`src/rtl/wb_pkg.sv`:
```
// Shared types for the writeback/commit stage: load sizes, FSM states
// and the bypass history entry layout.
package wb_pkg;

  typedef enum logic [1:0] {
    LD_BYTE = 2'b00,
    LD_HALF = 2'b01,
    LD_WORD = 2'b10,
    LD_FULL = 2'b11
  } ld_size_e;

  typedef enum logic {
    IDLE     = 1'b0,
    WAIT_MEM = 1'b1
  } wb_state_e;

  // History fields are sized for the widest legal build
  localparam int HIST_ADDR_W = 8;
  localparam int HIST_DATA_W = 64;

  typedef struct packed {
    logic                   valid;
    logic [HIST_ADDR_W-1:0] addr;
    logic [HIST_DATA_W-1:0] data;
  } hist_t;

endpackage

```
`src/rtl/wb_load_align.sv`:
```
// Little-endian sub-word load extraction with sign/zero extension.
module wb_load_align
  import wb_pkg::*;
#(
  parameter int DATA_W = 32,
  parameter int OFF_W  = $clog2(DATA_W/8)
) (
  input  logic [DATA_W-1:0] rdata,
  input  logic [1:0]        size,
  input  logic              sgn,
  input  logic [OFF_W-1:0]  off,
  output logic [DATA_W-1:0] data
);

  localparam int IW = $clog2(DATA_W);
  localparam logic [IW-1:0] MSB_MAX = IW'(DATA_W-1);

  logic [OFF_W-1:0]  sh_off;
  logic [IW-1:0]     msb;
  logic [DATA_W-1:0] sh;
  logic [DATA_W-1:0] mask;
  logic              neg;

  always_comb begin
    sh_off = '0;
    msb    = MSB_MAX;
    unique case (1'b1)
      size == LD_BYTE: begin
        sh_off = off;
        msb    = IW'(7);
      end
      size == LD_HALF: begin
        sh_off = off & ~OFF_W'(1);
        msb    = IW'(15);
      end
      size == LD_WORD: begin
        sh_off = off & ~OFF_W'(3);
        msb    = IW'(31);
      end
      default: ;
    endcase
    sh   = rdata >> {sh_off, 3'b000};
    mask = {DATA_W{1'b1}} >> (MSB_MAX - msb);
    neg  = sgn & sh[msb];
    data = neg ? (sh | ~mask) : (sh & mask);
  end

endmodule

```
`src/rtl/wb_commit.sv`:
```
// Writeback/commit stage with late-load wait state and registered RF write.
// Optional bypass history enabled by defining WB_BYPASS_EN.
module wb_commit
  import wb_pkg::*;
#(
  parameter int DATA_W     = 32,
  parameter int ADDR_W     = 5,
  parameter int HIST_DEPTH = 4,
  parameter int NUM_LOOKUP = 2,
  parameter int OFF_W      = $clog2(DATA_W/8)
) (
  input  logic                         clk,
  input  logic                         rst,
  input  logic                         i_WB_valid,
  output logic                         o_WB_ready,
  input  logic                         i_WB_ctrl_RegWrite,
  input  logic                         i_WB_ctrl_Mem2Reg,
  input  logic [1:0]                   i_WB_ctrl_LdSize,
  input  logic                         i_WB_ctrl_LdSigned,
  input  logic [OFF_W-1:0]             i_WB_data_ByteOff,
  input  logic [ADDR_W-1:0]            i_WB_data_RegAddrW,
  input  logic [DATA_W-1:0]            i_WB_data_ALUData,
  input  logic                         i_WB_mem_rvalid,
  input  logic [DATA_W-1:0]            i_WB_mem_rdata,
  output logic                         o_WB_reg_RegWrite,
  output logic [ADDR_W-1:0]            o_WB_reg_RegAddrW,
  output logic [DATA_W-1:0]            o_WB_reg_RegDataW,
  input  logic [NUM_LOOKUP*ADDR_W-1:0] i_WB_byp_Addr,
  output logic [NUM_LOOKUP-1:0]        o_WB_byp_Hit,
  output logic [NUM_LOOKUP*DATA_W-1:0] o_WB_byp_Data
);

  wb_state_e state, state_nxt;

  logic              acc, commit, wr_nxt;
  logic              p_rw, p_sgn;
  logic [1:0]        p_size;
  logic [OFF_W-1:0]  p_off;
  logic [ADDR_W-1:0] p_addr;

  logic              c_rw, c_ld, c_sgn;
  logic [1:0]        c_size;
  logic [OFF_W-1:0]  c_off;
  logic [ADDR_W-1:0] c_addr;
  logic [DATA_W-1:0] ld_data, c_data;

  assign o_WB_ready = (state == IDLE);
  assign acc        = i_WB_valid && o_WB_ready;

  always_comb begin
    state_nxt = state;
    commit    = 1'b0;
    c_rw      = i_WB_ctrl_RegWrite;
    c_ld      = i_WB_ctrl_Mem2Reg;
    c_size    = i_WB_ctrl_LdSize;
    c_sgn     = i_WB_ctrl_LdSigned;
    c_off     = i_WB_data_ByteOff;
    c_addr    = i_WB_data_RegAddrW;
    unique case (state)
      IDLE: begin
        if (acc) begin
          if (i_WB_ctrl_Mem2Reg && !i_WB_mem_rvalid) state_nxt = WAIT_MEM;
          else commit = 1'b1;
        end
      end
      WAIT_MEM: begin
        c_rw   = p_rw;
        c_ld   = 1'b1;
        c_size = p_size;
        c_sgn  = p_sgn;
        c_off  = p_off;
        c_addr = p_addr;
        if (i_WB_mem_rvalid) begin
          commit    = 1'b1;
          state_nxt = IDLE;
        end
      end
    endcase
  end

  wb_load_align #(
    .DATA_W(DATA_W),
    .OFF_W (OFF_W)
  ) u_align (
    .rdata(i_WB_mem_rdata),
    .size (c_size),
    .sgn  (c_sgn),
    .off  (c_off),
    .data (ld_data)
  );

  assign c_data = c_ld ? ld_data : i_WB_data_ALUData;
  assign wr_nxt = commit && c_rw && (c_addr != '0);

  always_ff @(posedge clk) begin
    if (rst) begin
      state             <= IDLE;
      o_WB_reg_RegWrite <= 1'b0;
      o_WB_reg_RegAddrW <= '0;
      o_WB_reg_RegDataW <= '0;
      p_rw              <= 1'b0;
      p_size            <= '0;
      p_sgn             <= 1'b0;
      p_off             <= '0;
      p_addr            <= '0;
    end else begin
      state             <= state_nxt;
      o_WB_reg_RegWrite <= wr_nxt;
      if (commit) begin
        o_WB_reg_RegAddrW <= c_addr;
        o_WB_reg_RegDataW <= c_data;
      end
      if (acc) begin
        p_rw   <= i_WB_ctrl_RegWrite;
        p_size <= i_WB_ctrl_LdSize;
        p_sgn  <= i_WB_ctrl_LdSigned;
        p_off  <= i_WB_data_ByteOff;
        p_addr <= i_WB_data_RegAddrW;
      end
    end
  end

`ifdef WB_BYPASS_EN
  hist_t hist [HIST_DEPTH];
  logic  unused_hist;

  always_ff @(posedge clk) begin
    if (rst) begin
      for (int i = 0; i < HIST_DEPTH; i++) hist[i] <= '0;
    end else if (wr_nxt) begin
      for (int i = HIST_DEPTH-1; i > 0; i--) hist[i] <= hist[i-1];
      hist[0] <= '{valid: 1'b1,
                   addr:  HIST_ADDR_W'(c_addr),
                   data:  HIST_DATA_W'(c_data)};
    end
  end

  // Scan oldest to newest so the newest match wins
  always_comb begin
    o_WB_byp_Hit  = '0;
    o_WB_byp_Data = '0;
    for (int p = 0; p < NUM_LOOKUP; p++) begin
      for (int i = HIST_DEPTH-1; i >= 0; i--) begin
        if (hist[i].valid
            && i_WB_byp_Addr[p*ADDR_W +: ADDR_W] != '0
            && hist[i].addr == HIST_ADDR_W'(i_WB_byp_Addr[p*ADDR_W +: ADDR_W])) begin
          o_WB_byp_Hit[p]                 = 1'b1;
          o_WB_byp_Data[p*DATA_W +: DATA_W] = DATA_W'(hist[i].data);
        end
      end
    end
  end

  always_comb begin
    unused_hist = 1'b0;
    for (int i = 0; i < HIST_DEPTH; i++) unused_hist = unused_hist ^ (^hist[i]);
  end
`else
  logic unused_byp;

  assign unused_byp    = ^i_WB_byp_Addr;
  assign o_WB_byp_Hit  = '0;
  assign o_WB_byp_Data = '0;
`endif

endmodule

```
`config.mk`:
```
export PLATFORM = sky130hd
export DESIGN_NAME = wb_commit
export DESIGN_NICKNAME = d
export VERILOG_FILES = /design/src/rtl/wb_pkg.sv /design/src/rtl/wb_load_align.sv /design/src/rtl/wb_commit.sv
export SDC_FILE = /design/constraint.sdc
export NUM_CORES = 1
export LEC_CHECK = 0
export ABC_CLOCK_PERIOD_IN_PS = 2050
export CORE_AREA = 3 3 119 121
export CTS_CLUSTER_SIZE = 16
export DETAILED_ROUTE_END_ITERATION = 8
export DIE_AREA = 0 0 122 124
export HOLD_SLACK_MARGIN = 0.06
export REMOVE_ABC_BUFFERS = 1
export SYNTH_ARGS = -nofsm -noshare
export SYNTH_HDL_FRONTEND = slang
export SYNTH_SLANG_ARGS = --single-unit
```
`constraint.sdc`:
```
create_clock -name clk -period 2.05 [get_ports clk]
set_clock_uncertainty 0.2 [all_clocks]
set_input_delay 0.205 -clock clk [delete_from_list [all_inputs] [get_ports clk]]
set_output_delay 0.205 -clock clk [all_outputs]
set_load 0.005 [all_outputs]
```
==> results.py <==
# Flow results
metrics = {
    "drt": {
        "drcViolationCount": 0,
        "top_layer": "met5",
        "wl_per_cell_um": 16.3,
        "vias_per_cell": 4.56,
        "vias": 3342,
        "postRouteWirelength_mm": 11.9,
        "drt_first_iter_violations": 161,
    },
    "logic_synthesis": {
        "syn_inst": 409,
        "syn_area_um2": 3250,
        "synth_seq_share_pct": 30.8,
        "ys_types": 42,
        "yosys.area_share.aoi_pct": 25.1,
        "edf_count": 0,
        "xor_share_pct": 0,
        "syn_avg_cell_area_um2": 7.95,
        "logic_family": "AND-OR/OR-AND gates",
        "ys.flop_type": "dfxtp_1",
    },
    "grt": {
        "antenna_found_initial": 1,
        "grt_pass1_wl_mm": 17.4,
    },
    "outcome": {
        "status": "finished, violations left",
        "violations": "negative setup slack",
    },
    "floorplanning": {
        "std_cell_rows": 42,
        "core-area_um2": 13200,
    },
    "setup_path": {
        "cpMostUsedCell": "buf_6",
        "startpoint_type": "register",
        "arrival_ns": 2.26,
        "cp_data_required_time_ns": 2.07,
        "max_stage_delay_ns": 0.38,
        "worst-path-buf-inv": 2,
    },
    "pwr": {
        "max-vdd-ir-drop_v": 0.000258,
        "total_power_w": 0.00299,
    },
    "clock_tree": {
        "root_buffer": "clkbuf_16",
        "cts-htree-levels": 2,
        "clk_latency_ns": 0.30,
    },
    "final_layout": {
        "antennaDiodeCount": 0,
        "lay_top_cells": "115 x clkdlybuf4s50_1, 66 x conb_1, 64 x nand2_1",
    },
    "sta": {
        "layout_setup_ws_ns": -0.189,
        "finalSetupViolCount": 30,
        "rsz0062_at_grt": "yes",
        "fin_crit_ns": 2.24,
        "max-slew-margin-rel_pct": 65.7,
    },
    "job": {
        "tool_warnings": 37,
    },
    "place": {
        "portBuffers": 118,
        "pre_cts_slack_ns": -0.649,
    },
}
==> report_power, final <==
part / internal (W) / total [W] / switching, W
Clock: 0.000578 / 0.000977 / 0.000399
Sequential: 0.00105 / 0.00109 / 0.0000437
Combinational: 0.000488 / 0.000920 / 0.000431
Total: 0.00211 / 0.00299 / 0.000874
==> final timing paths <==
check	start	end	cells past startpoint	slack [ns]
max	state$_SDFF_PP0_	o_WB_reg_RegDataW[26]$_SDFFE_PP0P_	8	-0.19
min	i_WB_data_ByteOff[1]	p_off[1]$_SDFFE_PP0P_	3	0.09
max reg2reg	state$_SDFF_PP0_	o_WB_reg_RegDataW[26]$_SDFFE_PP0P_	8	-0.19
min reg2reg	o_WB_reg_RegDataW[15]$_SDFFE_PP0P_	o_WB_reg_RegDataW[15]$_SDFFE_PP0P_	2	0.25
==> repair_timing <==
action | in CTS | in global routing
cloned | 1 | 0
buffers inserted | 3 | 1
hold endpoints to repair | 0 | 0
setup endpoints to repair | 31 | 35
pin swaps | 23 | 13
gates resized | 59 | 14
==> per-layer routing <==
| layer | vias to the layer above | GRT usage, % |
|---|---|---|
| met2 | 157 | 25.6 |
| met3 | 14 | 4.27 |
| met4 | 2 | 4.27 |
| met5 | - | 0 |
| li1 | 1607 | - |
| met1 | 1562 | 18.6 |
==> kinds of logic after synthesis <==
family | after synthesis
muxes | 21
other | 1
DFF | 50
buffers and inverters | 95
AOI/OAI and AO/OA | 115
and+or+nand+nor | 127
==> area by class of cell <==
class	instances	area, µm²
Clock buffer	6	129
Clock inverter	2	37.5
Tap cell	176	220
Multi-Input combinational cell	329	2090
Inverter	3	11.3
Fill cell	1354	8080
Sequential cell	50	1010
Timing Repair Buffer	167	1610
==> synth_stat cells (all sizes together), types with 2 or more instances <==
cell / count / share of area [%]
o211ai: 2 / 0.46
o21ai: 38 / 5.8
inv: 3 / 0.35
a21oi: 23 / 3.5
nand2: 65 / 7.5
mux2i: 12 / 3.7
nor3: 10 / 1.9
dfxtp: 50 / 31
a211o: 2 / 0.54
and3: 7 / 1.3
a211oi: 28 / 6.5
buf: 75 / 17
clkbuf: 17 / 2.0
a221oi: 15 / 6.0
and2: 2 / 0.38
a21o: 2 / 0.46
a31oi: 2 / 0.85
mux2: 9 / 3.1
nor2: 26 / 3.1
nand3: 5 / 0.77
or4: 2 / 0.46
==> state kept, by name, indices dropped and copies added (netlist names) <==
signal,cells
p_size,2
p_rw,1
o_WB_reg_RegWrite,1
p_addr,5
o_WB_reg_RegDataW,32
p_off,2
state,1
p_sgn,1
o_WB_reg_RegAddrW,5
==> worst reg2reg max path: cells and delay by family, from the launching register on <==
family | cells | cell delay [ns]
and+or+nand+nor | 2 | 0.46
buffers and inverters | 2 | 0.27
DFF | 1 | 0.36
AOI/OAI and AO/OA | 4 | 0.86
==> per-stage QoR <==
step / TNS, ns / utilization (%) / cell area [µm²] / instances
floorplan: -20.62 / - / 2880 / 382
CTS: -3.99 / 38.3 / 5060 / 732
global route: -5.69 / 38.7 / 5110 / 733
finish: -3.51 / 38.7 / 5110 / 733
global placement: -15.92 / 35.2 / 4650 / 720
detailed placement: -17.71 / 35.2 / 4650 / 720
==> images/metal_stack.png <==
Bar = 20 µm. Two of the layers only.
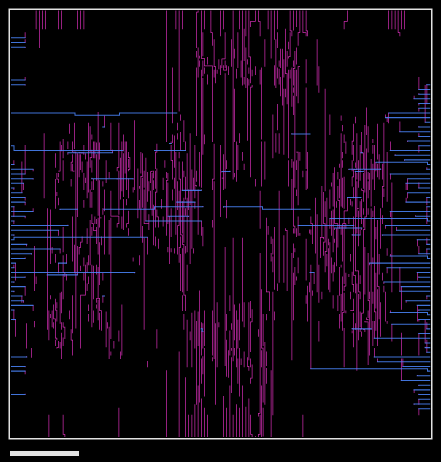
- met3: blue (wire length 1,010 µm)
- met2: magenta (wire length 5,710 µm)

==> images/registers.png <==
Bar = 20 µm. Other sequential cells in the stronger grey, the rest of the logic in the fainter grey.
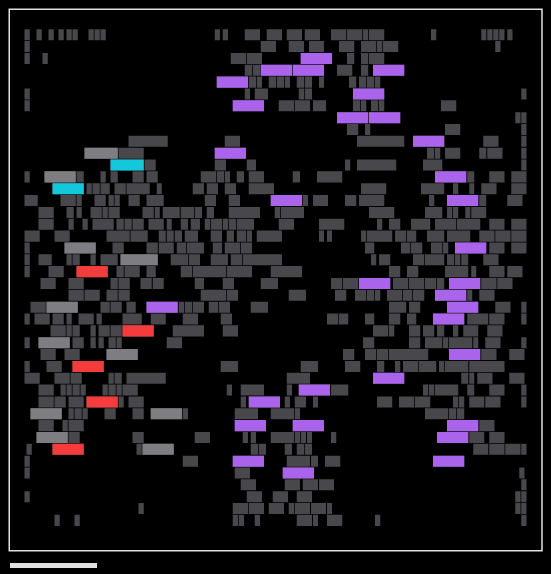
- p_addr: red (placed flops 5)
- o_WB_reg_RegDataW: purple (placed flops 32)
- p_size: cyan (placed flops 2)
- not coloured: 11

==> images/cell_classes.png <==
Fill, decap, tap and diode cells in grey.
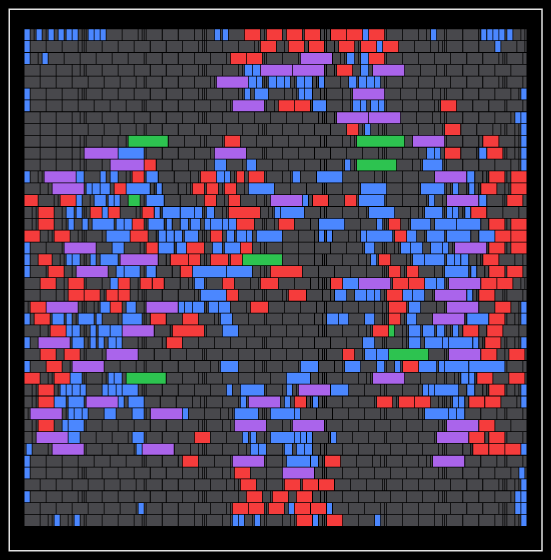
- clock drivers and dummy loads: green (cells 8)
- all other logic: blue (cells 332)
- other buffers and delay cells: red (cells 167)
- flops: purple (cells 50)

Power is estimated from default activity; no workload was simulated.
